[src/rtl/control_calculadora_pkg.sv]
// Shared definitions for the keypad-driven BCD adder: FSM states, key codes,
// and key-code to digit decoding.
package calc_pkg;

  typedef enum logic [1:0] {
    CAP_N1  = 2'd0,
    CAP_N2  = 2'd1,
    SUMAR   = 2'd2,
    MOSTRAR = 2'd3
  } estado_e;

  localparam logic [3:0] TECLA_A = 4'b0011;
  localparam logic [3:0] TECLA_B = 4'b0111;
  localparam logic [3:0] TECLA_C = 4'b1011;
  localparam logic [3:0] TECLA_D = 4'b1111;

  localparam logic [1:0] SEL_N1  = 2'd0;
  localparam logic [1:0] SEL_N2  = 2'd1;
  localparam logic [1:0] SEL_RES = 2'd2;

  typedef struct packed {
    logic       valido;
    logic [3:0] valor;
  } digito_t;

  // Keypad matrix layout is not numeric; 1100 and 1110 are unused keys.
  function automatic digito_t tecla_a_digito(input logic [3:0] tecla);
    digito_t d;
    d = '{valido: 1'b1, valor: 4'd0};
    case (tecla)
      4'b0000: d.valor = 4'd1;
      4'b0001: d.valor = 4'd2;
      4'b0010: d.valor = 4'd3;
      4'b0100: d.valor = 4'd4;
      4'b0101: d.valor = 4'd5;
      4'b0110: d.valor = 4'd6;
      4'b1000: d.valor = 4'd7;
      4'b1001: d.valor = 4'd8;
      4'b1010: d.valor = 4'd9;
      4'b1101: d.valor = 4'd0;
      default: d.valido = 1'b0;
    endcase
    return d;
  endfunction

endpackage

[src/rtl/control_calculadora_sumador_bcd_digito.sv]
// Combinational single-digit BCD adder with +6 decimal correction.
module sumador_bcd_digito (
  input  logic [3:0] a,
  input  logic [3:0] b,
  input  logic       cin,
  output logic [3:0] s,
  output logic       cout
);

  logic [4:0] bruto;
  logic [4:0] corregido;

  always_comb begin
    bruto     = {1'b0, a} + {1'b0, b} + {4'b0000, cin};
    corregido = bruto;
    cout      = 1'b0;
    if (bruto > 5'd9) begin
      corregido = bruto + 5'd6;
      cout      = 1'b1;
    end
    s = corregido[3:0];
  end

endmodule

[src/rtl/control_calculadora.sv]
// Keypad calculator controller: captures two BCD operands, adds them one digit
// per cycle and shows the (N_DIG+1)-digit result.
module control_calculadora
  import calc_pkg::*;
#(
  parameter int N_DIG = 3
) (
  input  logic                   clk,
  input  logic                   rst,
  input  logic [3:0]             tecla_pre,
  input  logic                   tecla_valida,
  output logic [4*(N_DIG+1)-1:0] display_bcd,
  output logic [1:0]             display_sel,
  output logic                   ocupado,
  output logic                   resultado_valido
);

  localparam int OP_W  = 4 * N_DIG;
  localparam int RES_W = 4 * (N_DIG + 1);
  localparam int CNT_W = $clog2(N_DIG + 1);

  localparam logic [CNT_W-1:0] CNT_UNO = CNT_W'(1);
  localparam logic [CNT_W-1:0] CNT_MAX = CNT_W'(N_DIG);
  localparam logic [CNT_W-1:0] IDX_FIN = CNT_W'(N_DIG - 1);

  estado_e          state_q, state_d;
  logic [OP_W-1:0]  op1_q, op1_d;
  logic [OP_W-1:0]  op2_q, op2_d;
  logic [CNT_W-1:0] cnt1_q, cnt1_d;
  logic [CNT_W-1:0] cnt2_q, cnt2_d;
  logic [RES_W-1:0] res_q, res_d;
  logic             carry_q, carry_d;
  logic [CNT_W-1:0] idx_q, idx_d;
  logic [1:0]       sel_q, sel_d;
  logic             ocupado_q, ocupado_d;
  logic             valido_q, valido_d;

  digito_t          dig;
  logic             es_c;
  logic [3:0]       sum_a, sum_b, sum_s;
  logic             sum_cout;

  assign sum_a = op1_q[4*idx_q +: 4];
  assign sum_b = op2_q[4*idx_q +: 4];

  sumador_bcd_digito u_sumador (
    .a    (sum_a),
    .b    (sum_b),
    .cin  (carry_q),
    .s    (sum_s),
    .cout (sum_cout)
  );

  always_comb begin
    state_d  = state_q;
    op1_d    = op1_q;
    op2_d    = op2_q;
    cnt1_d   = cnt1_q;
    cnt2_d   = cnt2_q;
    res_d    = res_q;
    carry_d  = carry_q;
    idx_d    = idx_q;
    valido_d = 1'b0;
    dig      = tecla_a_digito(tecla_pre);
    es_c     = tecla_valida && (tecla_pre == TECLA_C);

    // Clear outranks everything, including the last addition step.
    if (es_c) begin
      state_d = CAP_N1;
      op1_d   = '0;
      op2_d   = '0;
      cnt1_d  = '0;
      cnt2_d  = '0;
      res_d   = '0;
      carry_d = 1'b0;
      idx_d   = '0;
    end else begin
      case (state_q)
        CAP_N1: begin
          if (tecla_valida) begin
            if (dig.valido) begin
              if (cnt1_q < CNT_MAX) begin
                op1_d  = (op1_q << 4) | OP_W'(dig.valor);
                cnt1_d = cnt1_q + CNT_UNO;
              end
            end else if (tecla_pre == TECLA_D) begin
              if (cnt1_q != '0) begin
                op1_d  = op1_q >> 4;
                cnt1_d = cnt1_q - CNT_UNO;
              end
            end else if (tecla_pre == TECLA_A) begin
              state_d = CAP_N2;
            end
          end
        end

        CAP_N2: begin
          if (tecla_valida) begin
            if (dig.valido) begin
              if (cnt2_q < CNT_MAX) begin
                op2_d  = (op2_q << 4) | OP_W'(dig.valor);
                cnt2_d = cnt2_q + CNT_UNO;
              end
            end else if (tecla_pre == TECLA_D) begin
              if (cnt2_q != '0) begin
                op2_d  = op2_q >> 4;
                cnt2_d = cnt2_q - CNT_UNO;
              end
            end else if (tecla_pre == TECLA_B) begin
              state_d = SUMAR;
              carry_d = 1'b0;
              idx_d   = '0;
              res_d   = '0;
            end
          end
        end

        SUMAR: begin
          res_d[4*idx_q +: 4] = sum_s;
          carry_d             = sum_cout;
          idx_d               = idx_q + CNT_UNO;
          if (idx_q == IDX_FIN) begin
            res_d[RES_W-1 -: 4] = {3'b000, sum_cout};
            idx_d               = '0;
            state_d             = MOSTRAR;
            valido_d            = 1'b1;
          end
        end

        MOSTRAR: begin
          // A new digit starts a fresh calculation with that digit as operand 1.
          if (tecla_valida && dig.valido) begin
            op1_d   = OP_W'(dig.valor);
            cnt1_d  = CNT_UNO;
            op2_d   = '0;
            cnt2_d  = '0;
            res_d   = '0;
            carry_d = 1'b0;
            state_d = CAP_N1;
          end
        end

        default: state_d = CAP_N1;
      endcase
    end

    ocupado_d = (state_d == SUMAR);
    case (state_d)
      CAP_N1:  sel_d = SEL_N1;
      MOSTRAR: sel_d = SEL_RES;
      default: sel_d = SEL_N2;
    endcase
  end

  always_ff @(posedge clk) begin
    if (rst) begin
      state_q   <= CAP_N1;
      op1_q     <= '0;
      op2_q     <= '0;
      cnt1_q    <= '0;
      cnt2_q    <= '0;
      res_q     <= '0;
      carry_q   <= 1'b0;
      idx_q     <= '0;
      sel_q     <= SEL_N1;
      ocupado_q <= 1'b0;
      valido_q  <= 1'b0;
    end else begin
      state_q   <= state_d;
      op1_q     <= op1_d;
      op2_q     <= op2_d;
      cnt1_q    <= cnt1_d;
      cnt2_q    <= cnt2_d;
      res_q     <= res_d;
      carry_q   <= carry_d;
      idx_q     <= idx_d;
      sel_q     <= sel_d;
      ocupado_q <= ocupado_d;
      valido_q  <= valido_d;
    end
  end

  always_comb begin
    case (state_q)
      CAP_N1:        display_bcd = RES_W'(op1_q);
      CAP_N2, SUMAR: display_bcd = RES_W'(op2_q);
      default:       display_bcd = res_q;
    endcase
  end

  assign display_sel      = sel_q;
  assign ocupado          = ocupado_q;
  assign resultado_valido = valido_q;

endmodule
[config.mk]
export PLATFORM = sky130hd
export DESIGN_NAME = control_calculadora
export DESIGN_NICKNAME = d
export VERILOG_FILES = /design/src/rtl/control_calculadora_pkg.sv /design/src/rtl/control_calculadora_sumador_bcd_digito.sv /design/src/rtl/control_calculadora.sv
export SDC_FILE = /design/constraint.sdc
export NUM_CORES = 1
export LEC_CHECK = 0
export CAP_MARGIN = 20
export CORE_MARGIN = 3
export CORE_UTILIZATION = 45
export DETAILED_ROUTE_END_ITERATION = 12
export GPL_ROUTABILITY_DRIVEN = 0
export GPL_TIMING_DRIVEN = 1
export MAX_ROUTING_LAYER = met4
export PLACE_DENSITY = 0.72
export SYNTH_ARGS = -nofsm -noshare
export SYNTH_HDL_FRONTEND = slang
export SYNTH_SLANG_ARGS = --single-unit
[constraint.sdc]
create_clock -name clk -period 4 [get_ports clk]
set_input_delay 0.8 -clock clk [delete_from_list [all_inputs] [get_ports clk]]
set_output_delay 0.8 -clock clk [all_outputs]
set_load 0.03 [all_outputs]
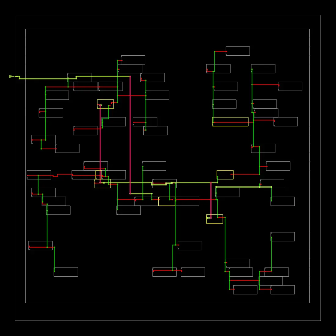
Fig. 1. Clock wiring as the flow saved it.
TritonCTS Buffers: 5
Clk power: 356 µW
seq_cells: 53
Clock Skew: 0.01138 ns
clk_lat worst skew: 0.31 ns

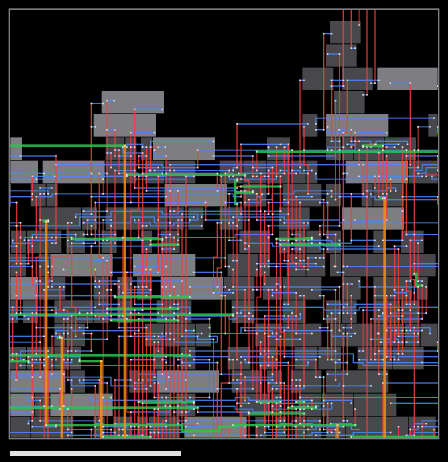
Fig. 2. Zoomed window.
Bar = 20 µm. Window x 22 to 72, y 41 to 91 µm. Cells in gray, sequential cells in the stronger gray; small squares are vias.
[red] met2
[orange] met4
[green] met3
[blue] met1
most frequent: nand2_1 (26), dfxtp_1 (16), mux2i_1 (14)
sequential cells in the window: 16
cells with their middle in the window: 152
netlist names of flops here include: op1_q (10), res_q (4), op2_q (2)

==> flow_metrics.env <==
# yosys + openroad results
export IMPL_yosys_stat_area_mm2=0.003488
export IMPL_grt_pass1_vias=3089
export IMPL_ctsRootBufferMaster="clkbuf_8"
export IMPL_common_cells="58 x nand2_1, 53 x dfxtp_1, 26 x a21oi_1, 26 x o21ai_0, 23 x nor2_1"
export IMPL_synth_most_common_cell="nand2_1"
export IMPL_fmax_mhz=283.0
export IMPL_design_area_mm2=0.003923
export IMPL_postSynth_asyncResetShare_pct=0
export IMPL_drtIter0Drc=236
export IMPL_dpl_cell_area_mm2=0.003819
export IMPL_cp_startpoint="idx_q[0]"
export IMPL_viasPerCell=6.081
export IMPL_grt_first_pass_wirelength_um=15610
export IMPL_switching_share_pct=29.31
export IMPL_slew_limit_headroom_pct=35.63
export IMPL_drive_above_1_share_pct=8.617
export IMPL_tns_ns=0
export IMPL_cts_tree="done"
export IMPL_crit_path_end_kind="register"
export IMPL_pwr_share_seq_pct=48.3
export IMPL_ant_nets=0
export IMPL_nets=467
export IMPL_ys_seq_share_pct=30.42
export IMPL_top_area_share_pct=30.42
export IMPL_r2r_end="res_q[9]"
export IMPL_worst_path_largest_cell_delay_ns=0.65
export IMPL_synth_flop_count=53
export IMPL_num_vias=3284
export IMPL_grt_overflow_total=0
export IMPL_antenna_found_initial=0
export IMPL_htreeDepth=2
export IMPL_cts_sinks=53
export IMPL_tool_warnings=36
export IMPL_synth_largest_area_cell="dfxtp_1"
export IMPL_netlist_top_cells_area="dfxtp_1 30%, nand2_1 6.2%, ha_1 6.1%"
export IMPL_rsz0062_at_grt="no"
export IMPL_worst_pin_slew_ns=0.9655
export IMPL_ctsHoldBuffers=0
export IMPL_min_period_ns=3.534
export IMPL_outcome="finished, final reports clean"
export IMPL_flop_cell="dfxtp_1"
export IMPL_leakagePower_uw=0.001315
export IMPL_ys_types=66
export IMPL_p_per_area_mw_per_mm2=290.1
export IMPL_detail_route_wl_per_cell_um=17.36
export IMPL_antenna_cells=0
export IMPL_io_pins=27
export IMPL_crit_chain="mux2i_1 -> o22ai_1 -> fa_1 -> fa_1 -> xnor2_1 -> ha_1 -> nor2b_1 -> o41a_1 -> xnor2_1 -> a32o_1"
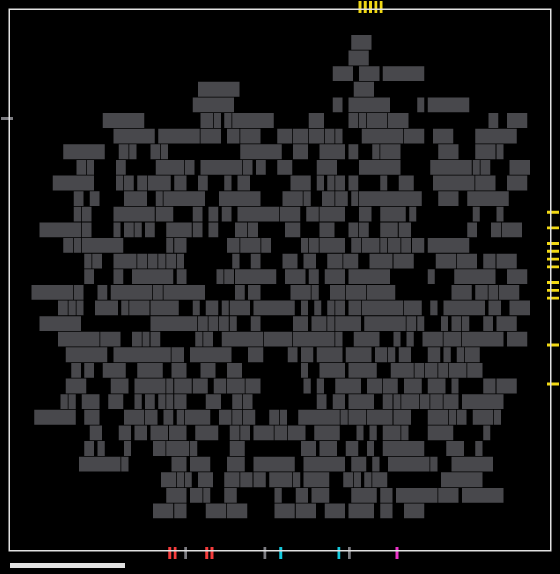
Fig. 3. I/O pins on the die edge.
Bar = 20 µm. Pins as bars across the die edge, other pins in gray.
[cyan] display_sel | pins: 2 | direction: output | edge: south
[yellow] display_bcd | pins: 16 | direction: output | edge: 11 east, 5 north
[red] tecla_pre | pins: 4 | direction: input | edge: south
[magenta] resultado_valido | pins: 1 | direction: output | edge: south
Die Y: 94.05 µm
Port Buffers: 26
Die X: 94.05 µm

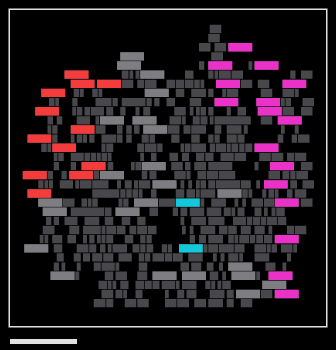
Fig. 4. Sequential cells grouped by signal name.
Bar = 20 µm. Other sequential cells in the stronger gray, the rest of the logic in the fainter gray.
[red] op2_q | flops: 12
[magenta] res_q | flops: 16
[cyan] idx_q | flops: 2
Flop area: 0.001061 mm²
final core occ: 53.23%
Seq area share: 27.05%

[per-stage QoR]
step	utilization, %	instances	setup slack [ns]
floorplan	-	428	0.4007
global placement	51.82	533	0.6834
detailed placement	51.82	533	0.5437
CTS	53.23	540	0.4849
global route	53.23	540	0.2336
finish	53.23	540	0.4659
[layout by cell type, fill, tap and decap left out, types with 10 or more instances in the layout]
| cell | instances |
|---|---|
| nand2_1 | 58 |
| dfxtp_1 | 53 |
| o21ai_0 | 26 |
| a21oi_1 | 26 |
| clkdlybuf4s50_1 | 26 |
| nor2_1 | 23 |
| nand3_1 | 20 |
| ha_1 | 17 |
| mux2i_1 | 16 |
| a22oi_1 | 12 |
| a32o_1 | 12 |
| inv_1 | 11 |
| o22ai_1 | 11 |
| nand4_1 | 11 |
| nor3_1 | 10 |
[routing by layer]
metal | GRT usage (%) | wire length (µm) | vias to the layer above
li1 | - | - | 1606
met1 | 30.14 | 4193 | 1556
met2 | 36.61 | 4455 | 108
met3 | 3.045 | 520 | 14
met4 | 7.461 | 204 | 0
met5 | - | 0 | -
[state kept, by name, summed over array words and instances (netlist names)]
register,count
res_q,16
resultado_valido,1
display_sel,2
op2_q,12
op1_q,12
cnt1_q,2
state_q,2
idx_q,2
cnt2_q,2
ocupado,1
carry_q,1
[power by group through the flow]
stage / clock, µW / sequential (µW) / combinational, µW
after CTS: 366 / 550 / 230
after floorplan: 0 / 561 / 168
final: 356 / 550 / 232
after global routing: 385 / 552 / 254
after detailed placement: 0 / 562 / 230
after global placement: 0 / 561 / 223
[cells by family after synthesis]
kind of cell / after synthesis / share of synthesized area (%)
and+or+nand+nor: 161 / 23.24
AOI/OAI and AO/OA: 129 / 26.79
DFF: 53 / 30.42
buffers and inverters: 39 / 4.447
muxes: 23 / 6.851
adders and majority gates: 19 / 7.245
xor gates and xnor gates: 4 / 1.004
[cell type report]
| class | count | area (µm²) |
|---|---|---|
| multi-input combinational | 336 | 2276 |
| clock inverter | 2 | 35.03 |
| fill | 708 | 3447 |
| timing repair buffer | 33 | 312.8 |
| inverter | 12 | 45.04 |
| sequential | 53 | 1061 |
| tap | 99 | 123.9 |
| clock buffer | 5 | 68.82 |
[worst max-delay path: cells and delay by family, from the launching register on]
family,cells,cell delay [ns]
xor gates and xnor gates,2,0.58
muxes,1,0.24
and+or+nand+nor,1,0.14
DFF,1,0.65
adders and majority gates,3,1.11
AOI/OAI and AO/OA,3,0.74
[worst min-delay path by stage]
stage,start,endpoint,slack [ns],cells past startpoint
floorplan,res_q[4],res_q[4],0.44,2
detailed placement,res_q[15],res_q[15],0.48,1
CTS,cnt2_q[1],cnt2_q[1],0.49,2
finish,res_q[4],res_q[4],0.48,2
global placement,res_q[4],res_q[4],0.45,2
global route,res_q[4],res_q[4],0.52,2
Power and IR drop assume default switching activity.
